## config.mk

```make
export PLATFORM = sky130hd
export DESIGN_NAME = countdown_ctrl
export DESIGN_NICKNAME = d
export VERILOG_FILES = /design/src/rtl/countdown_pkg.sv /design/src/rtl/bcd_mmss_counter.sv /design/src/rtl/countdown_ctrl.sv
export SDC_FILE = /design/constraint.sdc
export NUM_CORES = 1
export LEC_CHECK = 0
export CAP_MARGIN = 5
export CORE_MARGIN = 4
export CORE_UTILIZATION = 57
export DETAILED_ROUTE_END_ITERATION = 6
export PLACE_DENSITY = 0.8
export SKIP_CTS_REPAIR_TIMING = 1
export SLEW_MARGIN = 0
export SYNTH_ARGS = -nofsm -noshare
export SYNTH_HDL_FRONTEND = slang
export SYNTH_SLANG_ARGS = --single-unit
```

## constraint.sdc

```tcl
create_clock -name clk -period 3.09 [get_ports clk]
set_input_delay 0.4635 -clock clk [delete_from_list [all_inputs] [get_ports clk]]
set_output_delay 0.4635 -clock clk [all_outputs]
set_load 0.01 [all_outputs]
```

## src/rtl/countdown_pkg.sv

```systemverilog
// ---------------------------------------------------------------------------
// countdown_pkg
// Shared definitions for the mm:ss countdown timer controller.
//   state_t         : controller state encoding (IDLE/RUN/PAUSE/DONE)
//   SEC_TENS_MAX    : largest legal tens digit for minutes and seconds (5)
//   DIGIT_MAX       : largest legal BCD digit (9)
//   bcd_inc_wrap59  : two-digit BCD increment that wraps 59 -> 00
// ---------------------------------------------------------------------------
package countdown_pkg;

    typedef enum logic [1:0] {
        IDLE  = 2'b00,
        RUN   = 2'b01,
        PAUSE = 2'b10,
        DONE  = 2'b11
    } state_t;

    localparam logic [3:0] SEC_TENS_MAX = 4'd5;
    localparam logic [3:0] DIGIT_MAX    = 4'd9;

    // Returns {tens, ones} after a +1 in the 00..59 range, with wrap to 00.
    function automatic logic [7:0] bcd_inc_wrap59(input logic [3:0] tens,
                                                  input logic [3:0] ones);
        logic [7:0] result;
        if (ones == DIGIT_MAX) begin
            if (tens == SEC_TENS_MAX) begin
                result = 8'h00;
            end else begin
                result = {tens + 4'd1, 4'd0};
            end
        end else begin
            result = {tens, ones + 4'd1};
        end
        return result;
    endfunction

endpackage

```

## src/rtl/bcd_mmss_counter.sv

```systemverilog
// ---------------------------------------------------------------------------
// bcd_mmss_counter
// Holds a four-digit BCD mm:ss value and applies clear / increment /
// decrement commands. It has no notion of the controller state; the caller
// decides which command is legal.
//   clk, rst_n          : clock, asynchronous active-low reset
//   clear               : force 00:00 (highest priority)
//   dec                 : subtract one second with borrow (ignored at 00:00)
//   min_inc, sec_inc    : +1 on minutes / seconds, each wrapping 59 -> 00
//   digit_3..digit_0    : mm tens, mm ones, ss tens, ss ones
//   zero                : high when the value is 00:00
// ---------------------------------------------------------------------------
module bcd_mmss_counter
    import countdown_pkg::*;
(
    input  logic       clk,
    input  logic       rst_n,
    input  logic       clear,
    input  logic       dec,
    input  logic       min_inc,
    input  logic       sec_inc,
    output logic [3:0] digit_3,
    output logic [3:0] digit_2,
    output logic [3:0] digit_1,
    output logic [3:0] digit_0,
    output logic       zero
);

    logic [3:0] min_tens;
    logic [3:0] min_ones;
    logic [3:0] sec_tens;
    logic [3:0] sec_ones;
    logic [7:0] min_plus;
    logic [7:0] sec_plus;

    assign min_plus = bcd_inc_wrap59(min_tens, min_ones);
    assign sec_plus = bcd_inc_wrap59(sec_tens, sec_ones);

    assign zero = (min_tens == 4'd0) && (min_ones == 4'd0) &&
                  (sec_tens == 4'd0) && (sec_ones == 4'd0);

    // Decrement borrows ripple from seconds ones up through minutes tens.
    // Minutes and seconds increments are independent: no carry between them.
    always_ff @(posedge clk or negedge rst_n) begin
        if (!rst_n) begin
            min_tens <= 4'd0;
            min_ones <= 4'd0;
            sec_tens <= 4'd0;
            sec_ones <= 4'd0;
        end else if (clear) begin
            min_tens <= 4'd0;
            min_ones <= 4'd0;
            sec_tens <= 4'd0;
            sec_ones <= 4'd0;
        end else if (dec) begin
            if (!zero) begin
                if (sec_ones != 4'd0) begin
                    sec_ones <= sec_ones - 4'd1;
                end else begin
                    sec_ones <= DIGIT_MAX;
                    if (sec_tens != 4'd0) begin
                        sec_tens <= sec_tens - 4'd1;
                    end else begin
                        sec_tens <= SEC_TENS_MAX;
                        if (min_ones != 4'd0) begin
                            min_ones <= min_ones - 4'd1;
                        end else begin
                            min_ones <= DIGIT_MAX;
                            min_tens <= min_tens - 4'd1;
                        end
                    end
                end
            end
        end else begin
            if (min_inc) begin
                min_tens <= min_plus[7:4];
                min_ones <= min_plus[3:0];
            end
            if (sec_inc) begin
                sec_tens <= sec_plus[7:4];
                sec_ones <= sec_plus[3:0];
            end
        end
    end

    assign digit_3 = min_tens;
    assign digit_2 = min_ones;
    assign digit_1 = sec_tens;
    assign digit_0 = sec_ones;

endmodule

```

## src/rtl/countdown_ctrl.sv

```systemverilog
// ---------------------------------------------------------------------------
// countdown_ctrl
// Sequencing controller for the 4-digit mm:ss countdown timer.
//   clk, rst_n             : clock, asynchronous active-low reset
//   btn_start              : start / pause / resume / acknowledge pulse
//   btn_clear              : abort to IDLE with time 00:00
//   btn_min_inc            : minutes +1 (IDLE only)
//   btn_sec_inc            : seconds +1 (IDLE only)
//   digit_3..digit_0       : BCD digits mm:ss for the display block
//   enable_3..enable_0     : per-digit visibility (leading-zero blank, blink)
//   done                   : high in DONE
//   running                : high in RUN
// Parameters: TICK_DIV cycles per countdown second, BLINK_DIV cycles per
// blink half-period.
// ---------------------------------------------------------------------------
module countdown_ctrl
    import countdown_pkg::*;
#(
    parameter int TICK_DIV  = 1000,
    parameter int BLINK_DIV = 500
) (
    input  logic       clk,
    input  logic       rst_n,
    input  logic       btn_start,
    input  logic       btn_clear,
    input  logic       btn_min_inc,
    input  logic       btn_sec_inc,
    output logic [3:0] digit_3,
    output logic [3:0] digit_2,
    output logic [3:0] digit_1,
    output logic [3:0] digit_0,
    output logic       enable_3,
    output logic       enable_2,
    output logic       enable_1,
    output logic       enable_0,
    output logic       done,
    output logic       running
);

    localparam int               PRE_W    = $clog2(TICK_DIV);
    localparam logic [PRE_W-1:0] PRE_LAST = PRE_W'(TICK_DIV - 1);
    localparam int               BLK_W    = $clog2(BLINK_DIV + 1);
    localparam logic [BLK_W-1:0] BLK_LAST = BLK_W'(BLINK_DIV - 1);

    state_t           state;
    state_t           state_next;
    logic [PRE_W-1:0] prescaler;
    logic [PRE_W-1:0] prescaler_next;
    logic [BLK_W-1:0] blink_cnt;
    logic             blink_off;
    logic             restart_blink;

    logic             do_clear;
    logic             do_dec;
    logic             do_min;
    logic             do_sec;
    logic             time_zero;
    logic             time_is_one;

    bcd_mmss_counter u_counter (
        .clk     (clk),
        .rst_n   (rst_n),
        .clear   (do_clear),
        .dec     (do_dec),
        .min_inc (do_min),
        .sec_inc (do_sec),
        .digit_3 (digit_3),
        .digit_2 (digit_2),
        .digit_1 (digit_1),
        .digit_0 (digit_0),
        .zero    (time_zero)
    );

    // The next decrement from 00:01 lands on 00:00, so DONE is entered on
    // the same edge as that decrement.
    assign time_is_one = (digit_3 == 4'd0) && (digit_2 == 4'd0) &&
                         (digit_1 == 4'd0) && (digit_0 == 4'd1);

    always_ff @(posedge clk or negedge rst_n) begin
        if (!rst_n) begin
            state <= IDLE;
        end else begin
            state <= state_next;
        end
    end

    // A tick in RUN is always applied, even when start is pressed on the
    // same cycle; start then only chooses PAUSE unless time ran out.
    // In PAUSE the prescaler simply holds, so resuming finishes the
    // partial second that was interrupted.
    always_comb begin
        state_next     = state;
        prescaler_next = prescaler;
        do_clear       = 1'b0;
        do_dec         = 1'b0;
        do_min         = 1'b0;
        do_sec         = 1'b0;
        restart_blink  = 1'b0;

        if (btn_clear) begin
            state_next     = IDLE;
            prescaler_next = '0;
            do_clear       = 1'b1;
            restart_blink  = 1'b1;
        end else begin
            case (state)
                IDLE: begin
                    if (btn_start) begin
                        if (!time_zero) begin
                            state_next     = RUN;
                            prescaler_next = '0;
                        end
                    end else begin
                        do_min = btn_min_inc;
                        do_sec = btn_sec_inc;
                    end
                end
                RUN: begin
                    if (prescaler == PRE_LAST) begin
                        prescaler_next = '0;
                        do_dec         = 1'b1;
                        if (time_is_one) begin
                            state_next = DONE;
                        end else if (btn_start) begin
                            state_next = PAUSE;
                        end
                    end else if (btn_start) begin
                        state_next = PAUSE;
                    end else begin
                        prescaler_next = prescaler + PRE_W'(1);
                    end
                end
                PAUSE: begin
                    if (btn_start) begin
                        state_next = RUN;
                    end
                end
                DONE: begin
                    if (btn_start) begin
                        state_next = IDLE;
                    end
                end
                default: begin
                    state_next = IDLE;
                end
            endcase
        end

        if (state_next != state) begin
            restart_blink = 1'b1;
        end
    end

    always_ff @(posedge clk or negedge rst_n) begin
        if (!rst_n) begin
            prescaler <= '0;
        end else begin
            prescaler <= prescaler_next;
        end
    end

    // Blink phase starts visible on every state change and only advances
    // while the display is meant to flash (PAUSE and DONE).
    always_ff @(posedge clk or negedge rst_n) begin
        if (!rst_n) begin
            blink_cnt <= '0;
            blink_off <= 1'b0;
        end else if (restart_blink) begin
            blink_cnt <= '0;
            blink_off <= 1'b0;
        end else if ((state == PAUSE) || (state == DONE)) begin
            if (blink_cnt == BLK_LAST) begin
                blink_cnt <= '0;
                blink_off <= !blink_off;
            end else begin
                blink_cnt <= blink_cnt + BLK_W'(1);
            end
        end else begin
            blink_cnt <= '0;
            blink_off <= 1'b0;
        end
    end

    assign enable_3 = !blink_off && (digit_3 != 4'd0);
    assign enable_2 = !blink_off;
    assign enable_1 = !blink_off;
    assign enable_0 = !blink_off;

    assign done    = (state == DONE);
    assign running = (state == RUN);

endmodule

```

### Cells coloured by class

Fill, decap, tap and diode cells in grey.
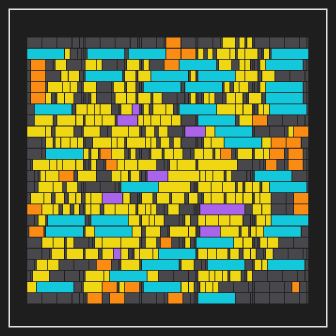
- orange: remaining buffers and delay cells (cells 32)
- yellow: remaining logic cells (cells 256)
- purple: clock drivers and dummy loads (cells 8)
- cyan: registers (cells 38)
Std-Cell Rows: 24
Final Cell Area: 0.00311 sq mm
register share of the cell area: 0.305
fin util: 0.691

==> out/qor.yml <==
status: "finished, final reports clean"
min_path_type: "in2async"
clkCellAreaFrac: 0.0350
largest_cell_class: "combinational gates"
drt_first_iter_violations: 168
asyncSetResetFlopFracSynth: 1.00
logic_gates: 245
min_period_ps: 2640
slew_violations: 0
hold_viol_final: 0
dpl.cell_count: 378
synthTopCellsByArea: "dfrtp_1 (35%), nor2_1 (5.6%), ha_1 (4.6%), o21ai_0 (2.9%), xnor2_1 (2.9%)"
clkPwrFrac: 0.343
synth_area_sq_mm: 0.00274
worst-endpoint-required_ps: 3310
dp_hpwl_mm: 4.36
inv_count: 11
cts.sinks: 38
core_sq_mm: 0.00450
worstSetupStartpointType: "register"
seq_area_sq_um: 951
io_pins: 28
drive_gt1_frac: 0.0928
synthesis.nets: 331
synth-edff-count: 0
cts-root-buf: "clkbuf_8"
reg2reg_depth: 7
gp_congestion: 0.895
die_w_um: 77.4
cp_slowest_cell: "nor3b_1"
synth_stat.cells: 315
timing.critical_path.max_delay_family: "simple AND/OR/NAND/NOR gates"
nClkBuffers: 5
tns_ps: 0
syn2layout_area_growth_pct: 13.5
place_ws_ps: 496
finalNetCount: 349
### Placement view

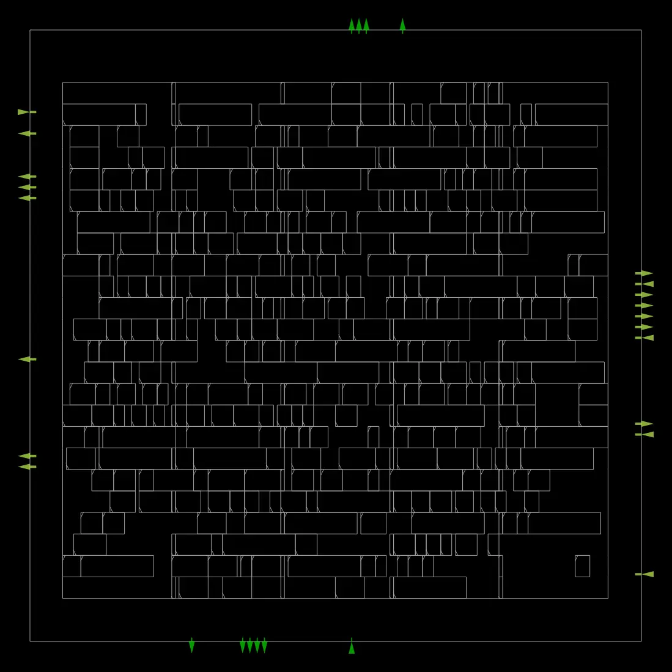
Tapcell Cnt: 52
Seq cells: 38

## sequential cells by signal, summed over array words and instances, names as in the netlist
signal,count
blink_cnt,9
blink_off,1
prescaler,10
state,2
u_counter.digit_0,4
u_counter.digit_1,4
u_counter.digit_2,4
u_counter.digit_3,4
## worst max path at each step
stage / startpoint / end / slack (ps) / cells past startpoint
after floorplan: u_counter.digit_1[0] / u_counter.digit_3[0] / 820 / 7
after global placement: btn_clear / u_counter.digit_1[0] / 500 / 7
after detailed placement: btn_clear / u_counter.digit_1[0] / 500 / 7
after CTS: u_counter.digit_1[0] / prescaler[2] / 500 / 7
after global routing: u_counter.digit_1[1] / u_counter.digit_3[0] / 320 / 7
final: u_counter.digit_1[1] / prescaler[2] / 450 / 7
## metal layers
metal / GRT usage / wire [um]
met2: 0.346 / 2920
met5: 0 / 0
met3: 0.0440 / 285
met1: 0.301 / 2910
met4: 0.0765 / 74
## power groups by stage
stage	Sequential [mW]	Clock, mW	Combinational, mW
floorplan	0.546	0	0.177
global placement	0.573	0	0.228
detailed placement	0.575	0	0.232
CTS	0.565	0.424	0.233
global route	0.572	0.447	0.254
finish	0.566	0.417	0.233
## cells in the final DEF (no fill, tap or decap), types with 9 or more instances in the layout
cell type	n
nor2_1	41
ha_1	10
inv_1	11
xnor2_1	9
nor3_1	13
clkdlybuf4s50_1	26
nand2_1	16
dfrtp_1	38
o21ai_0	16
## per-stage QoR
stage / power (mW) / util / area, sq um / hold WS (ps)
2_1_floorplan: 0.722 / - / 2740 / 168
3_3_place_gp: 0.801 / 0.667 / 3010 / 474
3_5_place_dp: 0.806 / 0.667 / 3010 / 489
4_1_cts: 1.22 / 0.691 / 3110 / 307
5_1_grt: 1.27 / 0.691 / 3110 / 343
6_report: 1.22 / 0.691 / 3110 / 281
Power and IR drop assume default switching activity.
